## src/rtl/pipe_pkg.sv

```systemverilog
// Shared definitions for the pipeline stage buffers: NOP encoding,
// occupancy/state encoding and per-stage payload widths.
package pipe_pkg;

    localparam logic [31:0] RV32_NOP = 32'h00000013;

    // State encoding doubles as the COUNT output value.
    typedef enum logic [1:0] {
        ST_EMPTY = 2'd0,
        ST_ONE   = 2'd1,
        ST_FULL  = 2'd2
    } buf_state_e;

    // IF/ID payload is {PC_PLUS_FOUR, PC, INSTRUCTION}.
    localparam int unsigned IF_ID_W = 96;

endpackage

```

## src/rtl/pipe_stage_buf.sv

```systemverilog
// Valid/ready pipeline stage register with a 2-entry skid buffer.
// The main register drives DATA_OUT; the skid register catches one payload
// during a downstream stall so that READY_OUT can stay fully registered.
module pipe_stage_buf
    import pipe_pkg::*;
#(
    parameter int unsigned                DATA_WIDTH   = IF_ID_W,
    parameter logic [DATA_WIDTH-1:0]      BUBBLE_VALUE = DATA_WIDTH'(RV32_NOP)
) (
    input  logic                  CLK,
    input  logic                  RESET,
    input  logic                  VALID_IN,
    output logic                  READY_OUT,
    input  logic [DATA_WIDTH-1:0] DATA_IN,
    output logic                  VALID_OUT,
    input  logic                  READY_IN,
    output logic [DATA_WIDTH-1:0] DATA_OUT,
    input  logic                  FLUSH,
    output logic [1:0]            COUNT
);

    buf_state_e            state_q, state_d;
    logic [DATA_WIDTH-1:0] main_q, main_d;
    logic [DATA_WIDTH-1:0] skid_q, skid_d;
    logic                  ready_q, ready_d;
    logic                  accept;
    logic                  drain;

    assign VALID_OUT = (state_q != ST_EMPTY);
    assign READY_OUT = ready_q;
    assign DATA_OUT  = main_q;
    assign COUNT     = state_q;

    // Next-state and storage update; flush overrides every transition.
    always_comb begin
        state_d = state_q;
        main_d  = main_q;
        skid_d  = skid_q;
        accept  = VALID_IN & ready_q & ~FLUSH;
        drain   = VALID_OUT & READY_IN;

        if (FLUSH) begin
            state_d = ST_EMPTY;
            main_d  = BUBBLE_VALUE;
            skid_d  = BUBBLE_VALUE;
        end else begin
            case (state_q)
                ST_EMPTY: begin
                    if (accept) begin
                        state_d = ST_ONE;
                        main_d  = DATA_IN;
                    end
                end
                ST_ONE: begin
                    if (accept && drain) begin
                        main_d = DATA_IN;
                    end else if (accept) begin
                        state_d = ST_FULL;
                        skid_d  = DATA_IN;
                    end else if (drain) begin
                        state_d = ST_EMPTY;
                        main_d  = BUBBLE_VALUE;
                    end
                end
                ST_FULL: begin
                    // ready_q is low here, so only a drain can move us.
                    if (drain) begin
                        state_d = ST_ONE;
                        main_d  = skid_q;
                        skid_d  = BUBBLE_VALUE;
                    end
                end
                default: begin
                    state_d = ST_EMPTY;
                    main_d  = BUBBLE_VALUE;
                    skid_d  = BUBBLE_VALUE;
                end
            endcase
        end

        ready_d = (state_d != ST_FULL);
    end

    // State and payload registers with asynchronous reset to the bubble.
    always_ff @(posedge CLK or posedge RESET) begin
        if (RESET) begin
            state_q <= ST_EMPTY;
            main_q  <= BUBBLE_VALUE;
            skid_q  <= BUBBLE_VALUE;
            ready_q <= 1'b1;
        end else begin
            state_q <= state_d;
            main_q  <= main_d;
            skid_q  <= skid_d;
            ready_q <= ready_d;
        end
    end

endmodule

```

## config.mk

```make
export PLATFORM = sky130hd
export DESIGN_NAME = pipe_stage_buf
export DESIGN_NICKNAME = d
export VERILOG_FILES = /design/src/rtl/pipe_pkg.sv /design/src/rtl/pipe_stage_buf.sv
export SDC_FILE = /design/constraint.sdc
export NUM_CORES = 1
export LEC_CHECK = 0
export CAP_MARGIN = 20
export CORE_UTILIZATION = 50
export CTS_CLUSTER_SIZE = 20
export DETAILED_ROUTE_END_ITERATION = 8
export GPL_ROUTABILITY_DRIVEN = 0
export GPL_TIMING_DRIVEN = 0
export PLACE_DENSITY = 0.88
export SYNTH_ARGS = -nofsm -noshare
export SYNTH_HDL_FRONTEND = slang
export SYNTH_SLANG_ARGS = --single-unit
export TNS_END_PERCENT = 100
```

## constraint.sdc

```tcl
create_clock -name CLK -period 10.5 [get_ports CLK]
set_input_delay 3.15 -clock CLK [delete_from_list [all_inputs] [get_ports CLK]]
set_output_delay 3.15 -clock CLK [all_outputs]
set_load 0.03 [all_outputs]
```

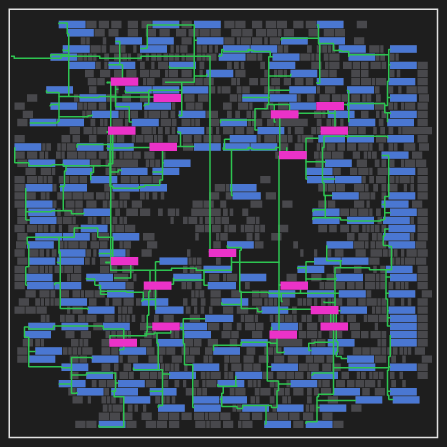
Fig. 1. Routed clock nets over the placement.
Drawn at 3 px/µm.
[clock-net drivers] magenta | count: 17
[flip-flops] blue | count: 195
[clock wires] green | length: 2270 µm
routed clock nets: 18
Worst Skew: 0.0105 ns
Clock net power: 0.000695 W
clk ins delay skew pair: 0.43 ns
clock share of power: 0.364

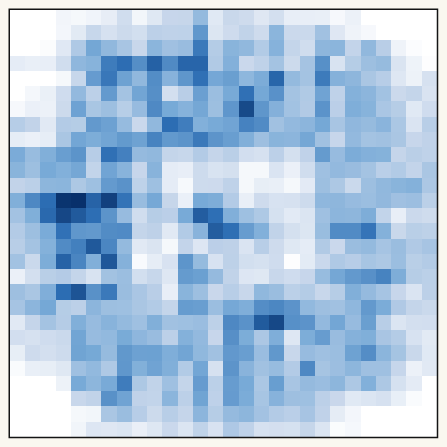
Fig. 2. Wiring heat map.
Drawn at 3 px/µm. The die is cut into 28 by 28 equal tiles; white is low, dark blue is high, scaled to the fullest tile. Values are wire area over tile area, all layers added.
densest ninth of the die: middle left
mean over tiles: 0.21
nearly empty tiles: 6.8%
tiles over half the peak: 20%
fullest tile: 0.60
GRT Resource Usage Total: 0.267
WL final: 26500 µm
post-DR wirelength/cell: 17.8 µm

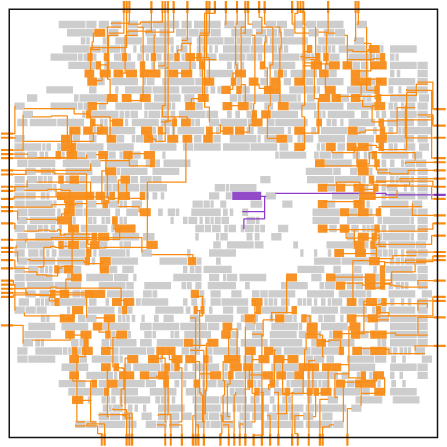
Fig. 3. I/O nets highlighted.
Drawn at 3 px/µm.
| port | colour | bits | direction | end cells | buffers | wire |
|---|---|---|---|---|---|---|
| DATA_IN | orange | 96 | input | 285 | 96 | 4210 µm |
| READY_OUT | purple | 1 | output | 1 | 1 | 80.8 µm |
Port-buffer cells: 200
Ports: 201

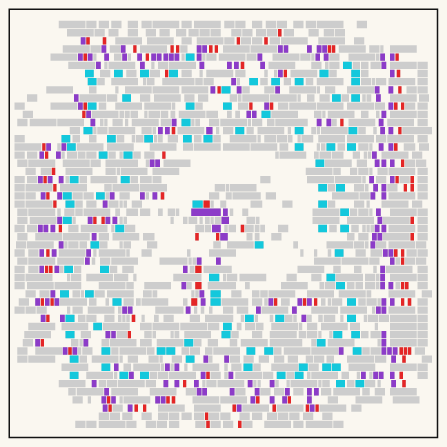
Fig. 4. Gate-type map.
Drawn at 3 px/µm.
| family | colour | cells | most used | where |
|---|---|---|---|---|
| non-inverting ao/oa cells | cyan | 98 | a31o_2 | widely spread |
| aoi and oai cells | purple | 198 | a21oi_1 | widely spread |
| nand cells | red | 100 | nand2_1 | widely spread |
Final Instance Count excl. Fillers: 1485
logic share of the area: 0.342

==> run summary <==
fresh numbers from the pnr run: status completed, clk buf depth 2, Main logic family AND-OR/OR-AND gates, Post-Synth AOI/OAI Area 0.192, Die Height 142 µm, Inverters 2, Max-area cell share 0.479, Tot Pwr 0.00191 W, register area 4890 µm², Clock Sinks 195, clk tree area frac 0.0484, Worst R2R Setup Slack 8.35 ns, largest net degree at the start of global routing 129, Max power group registers, top sig layer met4, VDD IR max 0.119 mV, GR peak layer met2, CTS Buf Count 17, chip area 20200 µm², achievable clock frequency 199 MHz
No activity file was given, so power comes from the tool's default toggle rates.
